[src/rtl/microroc_asic_emulator_if.sv]
// DAQ-controller <-> MICROROC emulator pin bundle.
// master = DAQ controller side, slave = emulated ASIC side.
interface microroc_asic_emulator_if;
  logic        RESET_B;
  logic        PWR_ON_D;
  logic        START_ACQ;
  logic        StartReadout;
  logic        HitTrigger;
  logic [7:0]  ChipId;
  logic        CHIPSATB;
  logic        EndReadout;
  logic [15:0] MicrorocData;
  logic        MicrorocData_en;
  logic [7:0]  HitOverflow;

  modport master (
    output RESET_B, PWR_ON_D, START_ACQ, StartReadout, HitTrigger, ChipId,
    input  CHIPSATB, EndReadout, MicrorocData, MicrorocData_en, HitOverflow
  );

  modport slave (
    input  RESET_B, PWR_ON_D, START_ACQ, StartReadout, HitTrigger, ChipId,
    output CHIPSATB, EndReadout, MicrorocData, MicrorocData_en, HitOverflow
  );
endinterface

[src/rtl/microroc_asic_emulator.sv]
// Behavioural MICROROC stand-in: records {BCID, LFSR} hit frames during an
// acquisition window and replays them as a strobed 16-bit word stream.
// Optional macro EMU_PARITY_WORD_EN adds a fourth word (W0^W1^W2) per frame.
module microroc_asic_emulator #(
  parameter int unsigned MEM_DEPTH   = 8,
  parameter int unsigned CONV_CYCLES = 32,
  parameter int unsigned END_HOLD    = 4,
  parameter int unsigned BCID_DIV    = 4,
  parameter logic [15:0] LFSR_SEED   = 16'hACE1
) (
  input logic                     Clk,
  input logic                     reset_n,
  microroc_asic_emulator_if.slave bus
);

  typedef enum logic [2:0] {IDLE, ACQ, CONVERT, WAIT_SRO, READOUT, END_RO} state_t;

  localparam logic [3:0]  DEPTH      = 4'(MEM_DEPTH);
  localparam logic [3:0]  DEPTH_LAST = 4'(MEM_DEPTH - 1);
  localparam logic [15:0] CONV_LAST  = 16'(CONV_CYCLES - 1);
  localparam logic [15:0] HOLD_LAST  = 16'(END_HOLD - 1);
  localparam logic [15:0] DIV_LAST   = 16'(BCID_DIV - 1);
`ifdef EMU_PARITY_WORD_EN
  localparam logic [1:0]  LAST_WORD  = 2'd3;
`else
  localparam logic [1:0]  LAST_WORD  = 2'd2;
`endif

  // Synchroniser stages: r1 is the first flop, r2 the second.
  logic rstb_r1_q, rstb_r2_q;
  logic acq_r1_q,  acq_r2_q;
  logic sro_r1_q,  sro_r2_q;
  logic hit_r1_q,  hit_r2_q;

  state_t      state_q;
  logic [3:0]  count_q;
  logic [3:0]  frame_q;
  logic [1:0]  word_q;
  logic        gap_q;
  logic [15:0] tmr_q;
  logic [15:0] div_q;
  logic [15:0] bcid_q;
  logic [15:0] lfsr_q;
  logic [7:0]  ovf_q;
  logic        chipsatb_q;
  logic        endro_q;
  logic [15:0] data_q;
  logic        data_en_q;

  logic [15:0] mem_bcid [MEM_DEPTH];
  logic [15:0] mem_lfsr [MEM_DEPTH];

  logic        soft_rst;
  logic        acq_rise, acq_fall, sro_rise, hit_rise;
  logic        hit_ok, store_en, ovf_inc;
  logic [15:0] word_d;

  assign soft_rst = ~rstb_r2_q | ~bus.PWR_ON_D;
  assign acq_rise = acq_r1_q & ~acq_r2_q;
  assign acq_fall = ~acq_r1_q & acq_r2_q;
  assign sro_rise = sro_r1_q & ~sro_r2_q;
  assign hit_rise = hit_r1_q & ~hit_r2_q;

  // A hit coinciding with the stop edge is discarded outright.
  assign hit_ok   = (state_q == ACQ) & hit_rise & ~acq_fall & ~soft_rst;
  assign store_en = hit_ok & (count_q < DEPTH);
  assign ovf_inc  = hit_ok & (count_q >= DEPTH);

  // Two-flop synchronisers for the asynchronous controller pins.
  always_ff @(posedge Clk or negedge reset_n) begin
    if (!reset_n) begin
      rstb_r1_q <= 1'b1;
      rstb_r2_q <= 1'b1;
      acq_r1_q  <= 1'b0;
      acq_r2_q  <= 1'b0;
      sro_r1_q  <= 1'b0;
      sro_r2_q  <= 1'b0;
      hit_r1_q  <= 1'b0;
      hit_r2_q  <= 1'b0;
    end else begin
      rstb_r1_q <= bus.RESET_B;
      rstb_r2_q <= rstb_r1_q;
      acq_r1_q  <= bus.START_ACQ;
      acq_r2_q  <= acq_r1_q;
      sro_r1_q  <= bus.StartReadout;
      sro_r2_q  <= sro_r1_q;
      hit_r1_q  <= bus.HitTrigger;
      hit_r2_q  <= hit_r1_q;
    end
  end

  // Free-running hit-pattern LFSR (x^16+x^14+x^13+x^11); survives soft reset.
  always_ff @(posedge Clk or negedge reset_n) begin
    if (!reset_n) lfsr_q <= LFSR_SEED;
    else          lfsr_q <= {lfsr_q[14:0], lfsr_q[15] ^ lfsr_q[13] ^ lfsr_q[12] ^ lfsr_q[10]};
  end

  // Saturating count of hits dropped while memory is full; only reset_n clears it.
  always_ff @(posedge Clk or negedge reset_n) begin
    if (!reset_n)                      ovf_q <= 8'h00;
    else if (ovf_inc && ovf_q != 8'hFF) ovf_q <= ovf_q + 8'h01;
  end

  // Frame memory: pure storage, contents are qualified by count_q.
  always_ff @(posedge Clk) begin
    if (store_en) begin
      mem_bcid[count_q[2:0]] <= bcid_q;
      mem_lfsr[count_q[2:0]] <= lfsr_q;
    end
  end

  // Select the word of the current frame to be emitted next.
  always_comb begin
    word_d = {bus.ChipId, 5'b0, frame_q[2:0]};
    case (word_q)
      2'd1:    word_d = mem_bcid[frame_q[2:0]];
      2'd2:    word_d = mem_lfsr[frame_q[2:0]];
`ifdef EMU_PARITY_WORD_EN
      2'd3:    word_d = {bus.ChipId, 5'b0, frame_q[2:0]}
                        ^ mem_bcid[frame_q[2:0]] ^ mem_lfsr[frame_q[2:0]];
`endif
      default: word_d = {bus.ChipId, 5'b0, frame_q[2:0]};
    endcase
  end

  // Acquisition / conversion / readout sequencer with registered outputs.
  always_ff @(posedge Clk or negedge reset_n) begin
    if (!reset_n) begin
      state_q    <= IDLE;
      count_q    <= 4'd0;
      frame_q    <= 4'd0;
      word_q     <= 2'd0;
      gap_q      <= 1'b0;
      tmr_q      <= 16'd0;
      div_q      <= 16'd0;
      bcid_q     <= 16'd0;
      chipsatb_q <= 1'b1;
      endro_q    <= 1'b0;
      data_q     <= 16'd0;
      data_en_q  <= 1'b0;
    end else if (soft_rst) begin
      state_q    <= IDLE;
      count_q    <= 4'd0;
      frame_q    <= 4'd0;
      word_q     <= 2'd0;
      gap_q      <= 1'b0;
      tmr_q      <= 16'd0;
      div_q      <= 16'd0;
      bcid_q     <= 16'd0;
      chipsatb_q <= 1'b1;
      endro_q    <= 1'b0;
      data_q     <= 16'd0;
      data_en_q  <= 1'b0;
    end else begin
      data_en_q <= 1'b0;
      case (state_q)
        IDLE: begin
          if (acq_rise) begin
            state_q <= ACQ;
            count_q <= 4'd0;
            bcid_q  <= 16'd0;
            div_q   <= 16'd0;
          end
        end
        ACQ: begin
          if (div_q == DIV_LAST) begin
            div_q  <= 16'd0;
            bcid_q <= bcid_q + 16'd1;
          end else begin
            div_q  <= div_q + 16'd1;
          end
          if (acq_fall) begin
            state_q    <= CONVERT;
            chipsatb_q <= 1'b0;
            tmr_q      <= 16'd0;
          end else if (store_en) begin
            count_q <= count_q + 4'd1;
            if (count_q == DEPTH_LAST) chipsatb_q <= 1'b0;
          end
        end
        CONVERT: begin
          if (tmr_q == CONV_LAST) begin
            chipsatb_q <= 1'b1;
            state_q    <= WAIT_SRO;
          end else begin
            tmr_q <= tmr_q + 16'd1;
          end
        end
        WAIT_SRO: begin
          if (sro_rise) begin
            state_q <= READOUT;
            frame_q <= 4'd0;
            word_q  <= 2'd0;
            gap_q   <= 1'b0;
          end
        end
        READOUT: begin
          if (count_q == 4'd0) begin
            state_q <= END_RO;
            endro_q <= 1'b1;
            tmr_q   <= 16'd0;
          end else if (!gap_q) begin
            data_q    <= word_d;
            data_en_q <= 1'b1;
            gap_q     <= 1'b1;
          end else begin
            gap_q <= 1'b0;
            if (word_q == LAST_WORD) begin
              word_q <= 2'd0;
              if (frame_q == count_q - 4'd1) begin
                state_q <= END_RO;
                endro_q <= 1'b1;
                tmr_q   <= 16'd0;
              end else begin
                frame_q <= frame_q + 4'd1;
              end
            end else begin
              word_q <= word_q + 2'd1;
            end
          end
        end
        END_RO: begin
          if (tmr_q == HOLD_LAST) begin
            endro_q <= 1'b0;
            state_q <= IDLE;
          end else begin
            tmr_q <= tmr_q + 16'd1;
          end
        end
        default: state_q <= IDLE;
      endcase
    end
  end

  assign bus.CHIPSATB        = chipsatb_q;
  assign bus.EndReadout      = endro_q;
  assign bus.MicrorocData    = data_q;
  assign bus.MicrorocData_en = data_en_q;
  assign bus.HitOverflow     = ovf_q;

endmodule

[src/flat_wrapper.sv]
// flat-port wrapper written by rule: the top's interface ports become plain ports
module microroc_asic_emulator_flat 
#(
  parameter int unsigned MEM_DEPTH   = 8,
  parameter int unsigned CONV_CYCLES = 32,
  parameter int unsigned END_HOLD    = 4,
  parameter int unsigned BCID_DIV    = 4,
  parameter logic [15:0] LFSR_SEED   = 16'hACE1
)
  (Clk, reset_n, bus_RESET_B, bus_PWR_ON_D, bus_START_ACQ, bus_StartReadout, bus_HitTrigger, bus_ChipId, bus_CHIPSATB, bus_EndReadout, bus_MicrorocData, bus_MicrorocData_en, bus_HitOverflow);
  microroc_asic_emulator_if bus_i ();
  input logic Clk;
  input logic reset_n;
  input wire logic [$bits(bus_i.RESET_B)-1:0] bus_RESET_B;
  input wire logic [$bits(bus_i.PWR_ON_D)-1:0] bus_PWR_ON_D;
  input wire logic [$bits(bus_i.START_ACQ)-1:0] bus_START_ACQ;
  input wire logic [$bits(bus_i.StartReadout)-1:0] bus_StartReadout;
  input wire logic [$bits(bus_i.HitTrigger)-1:0] bus_HitTrigger;
  input wire logic [$bits(bus_i.ChipId)-1:0] bus_ChipId;
  output wire logic [$bits(bus_i.CHIPSATB)-1:0] bus_CHIPSATB;
  output wire logic [$bits(bus_i.EndReadout)-1:0] bus_EndReadout;
  output wire logic [$bits(bus_i.MicrorocData)-1:0] bus_MicrorocData;
  output wire logic [$bits(bus_i.MicrorocData_en)-1:0] bus_MicrorocData_en;
  output wire logic [$bits(bus_i.HitOverflow)-1:0] bus_HitOverflow;
  assign bus_i.RESET_B = bus_RESET_B;
  assign bus_i.PWR_ON_D = bus_PWR_ON_D;
  assign bus_i.START_ACQ = bus_START_ACQ;
  assign bus_i.StartReadout = bus_StartReadout;
  assign bus_i.HitTrigger = bus_HitTrigger;
  assign bus_i.ChipId = bus_ChipId;
  assign bus_CHIPSATB = bus_i.CHIPSATB;
  assign bus_EndReadout = bus_i.EndReadout;
  assign bus_MicrorocData = bus_i.MicrorocData;
  assign bus_MicrorocData_en = bus_i.MicrorocData_en;
  assign bus_HitOverflow = bus_i.HitOverflow;
  microroc_asic_emulator #(.MEM_DEPTH(MEM_DEPTH), .CONV_CYCLES(CONV_CYCLES), .END_HOLD(END_HOLD), .BCID_DIV(BCID_DIV), .LFSR_SEED(LFSR_SEED)) u_core (.Clk(Clk), .reset_n(reset_n), .bus(bus_i));
endmodule
[config.mk]
export PLATFORM = sky130hd
export DESIGN_NAME = microroc_asic_emulator_flat
export DESIGN_NICKNAME = d
export VERILOG_FILES = /design/src/rtl/microroc_asic_emulator_if.sv /design/src/rtl/microroc_asic_emulator.sv /design/src/flat_wrapper.sv
export SDC_FILE = /design/constraint.sdc
export NUM_CORES = 1
export LEC_CHECK = 0
export CAP_MARGIN = 5
export CORE_ASPECT_RATIO = 1.75
export CORE_MARGIN = 2
export CORE_UTILIZATION = 50
export CTS_BUF_LIST = sky130_fd_sc_hd__clkbuf_16
export CTS_CLUSTER_DIAMETER = 30
export DETAILED_ROUTE_END_ITERATION = 8
export GPL_ROUTABILITY_DRIVEN = 0
export PLACE_DENSITY = 0.67
export SYNTH_ARGS = -nofsm -noshare
export SYNTH_HDL_FRONTEND = slang
export SYNTH_SLANG_ARGS = --single-unit
[constraint.sdc]
create_clock -name Clk -period 5.1 [get_ports Clk]
set_input_delay 1.02 -clock Clk [delete_from_list [all_inputs] [get_ports Clk]]
set_output_delay 1.02 -clock Clk [all_outputs]
set_load 0.01 [all_outputs]
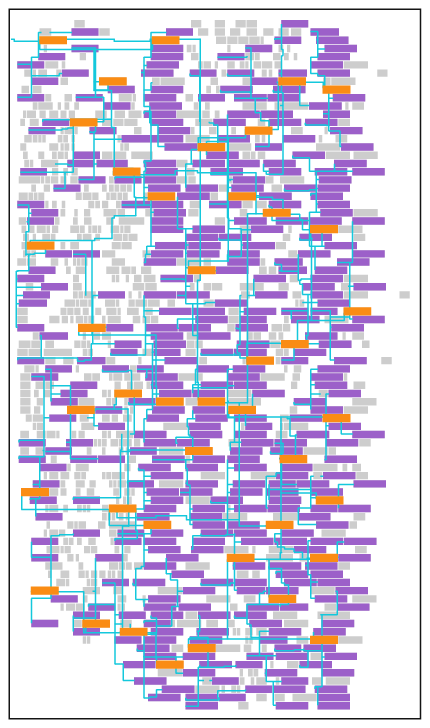
*Clock distribution*
legend:
  cyan:
    item: clock wires
    length: 4240 um
  purple:
    item: flip-flops
    count: 369
  orange:
    item: cells driving clock nets
    count: 41
flops lie: widely spread
clock share of power: 48.0%
clock-net power: 0.00301 W
clk latency late pin: 0.55 ns
Final Skew: 0.01538 ns

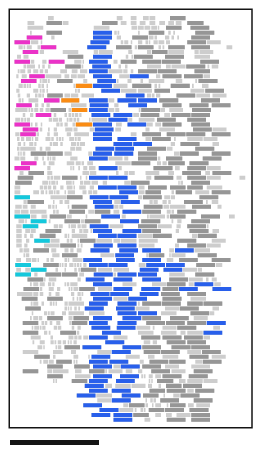
*Where the registers sit*
Bar = 50 um. Other sequential cells in the stronger gray, the rest of the logic in the fainter gray.
legend:
  cyan:
    netlist_name: u_core.bus.HitOverflow
    flops: 8
    where: west
  magenta:
    netlist_name: u_core.tmr_q
    flops: 16
    where: north-west
  orange:
    netlist_name: u_core.frame_q
    flops: 4
  blue:
    netlist_name: u_core.mem_bcid
    flops: 128
    where: a vertical strip down the middle
not colored: 213

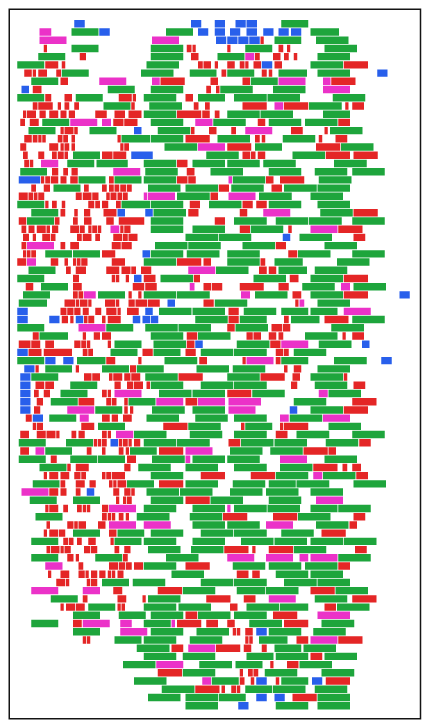
*Cell classes on the final placement*
legend:
  red:
    class: all other logic
    cells: 553
  green:
    class: flops
    cells: 369
  magenta:
    class: clock drivers and dummy loads
    cells: 76
  blue:
    class: other buffers and delay cells
    cells: 60

==> reports/qor.csv <==
stage,metric,value,unit
yosys,adder_share,0.9074,%
final_timing,grt_setup_unrepaired,false,
cts,htreeDepth,2,
detailed_routing,drt_iter0_markers,527,
final_timing,maxSlewViolCount,0,
final_timing,fin_crit,3.236,ns
detailed_routing,highest_layer,met4,
worst_setup_path,rrSetupSlack,1.86,ns
grt,grt_use_met2,38.95,%
yosys,topCellsByArea,"edfxtp_1, dfrtp_1, mux4_2",
cells_and_area,diodes,0,
detailed_routing,vias,8571,
hold_path,hold-path-cell-count,0,
hold_path,hp-class,flop to flop,
cells_and_area,nClkBuffers,43,
grt,grt_use_met3,3.230,%
detailed_routing,first_pass_iters,5,
cells_and_area,comb_share,25.30,%
yosys,mux_share,10.97,%
cts,cts_root_buf,clkbuf_16,
cells_and_area,layout.area.comb,4424,sq um
final_timing,relSlewSlack,33.90,%
final_timing,timing.fmax,309.0,MHz
cts,clk_path_buf_depth,3,
cells_and_area,n_fill_cell,2282,
yosys,ys_sh_aoi,6.533,%
yosys,ys_sh_xor,2.235,%
cells_and_area,seqCellArea,10540,sq um
hold_path,hold_end,u_core.rstb_r2_q$_DFF_PN1_,
cells_and_area,nNonClkInverters,13,
worst_setup_path,endpoint,u_core.tmr_q[14]$_DFFE_PN0P_,
floorplanning,die_height,234.4,um
cells_and_area,clk_share,8.114,%
power_and_ir_drop,leakagePower,5.673,nW
grt,antenna_found_initial,0,
detailed_routing,met1_length,11.89,mm
job,maxCapViolations,0,
power_and_ir_drop,internal_power,0.004904,W
final_timing,finalSetupViolCount,0,
yosys,synth_flops,369,
yosys,common_cells,"edfxtp_1, dfrtp_1, nor2_1",
power_and_ir_drop,maxPowerGroup,registers,
power_and_ir_drop,power_density,357.7,nW/um^2
grt,met1_usage,23.96,%
yosys,synthFlopType,edfxtp_1,
worst_setup_path,slowest_stage,or4_1,
cts,ctsHoldBuffers,0,
final_timing,worst-slew-pin-transition,0.9849,ns
grt,track_usage,21.06,%
final_timing,layout_worst_path_cycle_share,63.46,%
cells_and_area,nNonClkBuffers,60,
worst_setup_path,crit_family,simple AND/OR/NAND/NOR gates,
yosys,postSynth.asyncResetShare,30.62,%
worst_setup_path,path_cells,"inv_1, ha_1, nor3b_2, or4_1, nand4_1, a211o_1, nand2b_4, o22a_1",
floorplanning,initCoreUtil,50.64,%
final_timing,hold_viol_final,0,
detailed_routing,met3_length,1.194,mm
worst_setup_path,startpoint_type,flop,
yosys,syn_inst,970,
detailed_routing,postRouteAntennaNets,0,
yosys,synth_warnings,0,
job,warning_count,30,
cells_and_area,seq_cells,369,
cells_and_area,seq_share,60.25,%
yosys,most_common_cell,edfxtp_1,
grt,grt_max_degree,76,
placed_design,dp_hpwl,19.35,mm
floorplanning,ioPinCount,42,
cells_and_area,largest_class,flip-flops and latches,
worst_setup_path,worstSetupPathType,flop to flop,
cells_and_area,nonClkBufAreaFrac,3.291,%
cells_and_area,drive_above_1_share,19.00,%
worst_setup_path,path_max_fanout,19,
worst_setup_path,cp_data_arrival_time,3.67,ns
cells_and_area,num-multi-input-gates,540,
grt,grt_busiest_layer,met2,
floorplanning,rows,84,
hold_path,hold_path.startpoint,u_core.rstb_r1_q$_DFF_PN1_,
cells_and_area,layout_top_cell,edfxtp_1,
yosys,syn_area_per_cell,15.64,sq um
yosys,top_logic_kind,multiplexers,
yosys,synth-seq-area-share,69.41,%
worst_setup_path,rr_worst_depth,8,
yosys,yosysTopAreaCell,edfxtp_1,
yosys,yosys-stat-area,15170,sq um
yosys,yosys.area.top_type_share,50.68,%
worst_setup_path,crit_required,5.53,ns
worst_setup_path,cp_num_buf_inv,1,
cells_and_area,lay_top_cells,"edfxtp_1, dfrtp_1, nand2_1",
floorplanning,well_tap_count,387,
placed_design,port_buffers,41,
yosys,mappedNetlistArea,15170,sq um
floorplanning,die_area,31800,sq um
run_status,outcome,finished clean,
power_and_ir_drop,p_seq_share,50.9,%
detailed_routing,wl_per_cell,22.11,um
yosys,fp_nets,996,
cells_and_area,final_core_util,58.38,%
cts,cts_resized,0,
cts,post_cts_buffers,0,
floorplanning,die-width,135.7,um
yosys,synth-cells-yosys,970,
cts,clkTransAtPathRegs,0.06,ns
grt,grt_pass1_vias,9012,
detailed_routing,via_per_inst,5.931,
power_and_ir_drop,pg_seq,0.00318,W
floorplanning,core,29950,sq um
yosys,synth_cell_types,61,
cts,cts-buffers-inserted,41,
grt,grt_pass1_wl,50.28,mm
cells_and_area,syn2layout_area_growth,15.29,%
cts,cts_tree,done,
final_timing,tns,0,ns
power_and_ir_drop,power.net_switching,0.001352,W
detailed_routing,drt-total-wl,31.95,mm
worst_setup_path,crit_start,u_core.count_q[1]$_DFFE_PN0P_,
power_and_ir_drop,switching_share,21.61,%
yosys,edf_count,256,
per-stage QoR:
stage,area [sq um],power (W),hold WS (ns),instances,worst slack (ns)
after CTS,17490,0.006309,0.3574,1445,1.801
after floorplan,15170,0.003271,0.3452,970,0.6891
after detailed placement,16070,0.003314,0.3529,1369,1.315
after global routing,17490,0.006426,0.3579,1445,1.613
final,17490,0.006255,0.3527,1445,1.864
after global placement,16070,0.003313,0.3461,1369,1.357
sequential cells by signal (all words and copies together), names as in the netlist, 2 cells and up:
name,count
u_core.bcid_q,16
u_core.bus.HitOverflow,8
u_core.bus.MicrorocData,16
u_core.count_q,4
u_core.div_q,16
u_core.frame_q,4
u_core.lfsr_q,16
u_core.mem_bcid,128
u_core.mem_lfsr,128
u_core.state_q,3
u_core.tmr_q,16
u_core.word_q,2
Power is estimated from default activity; no workload was simulated.
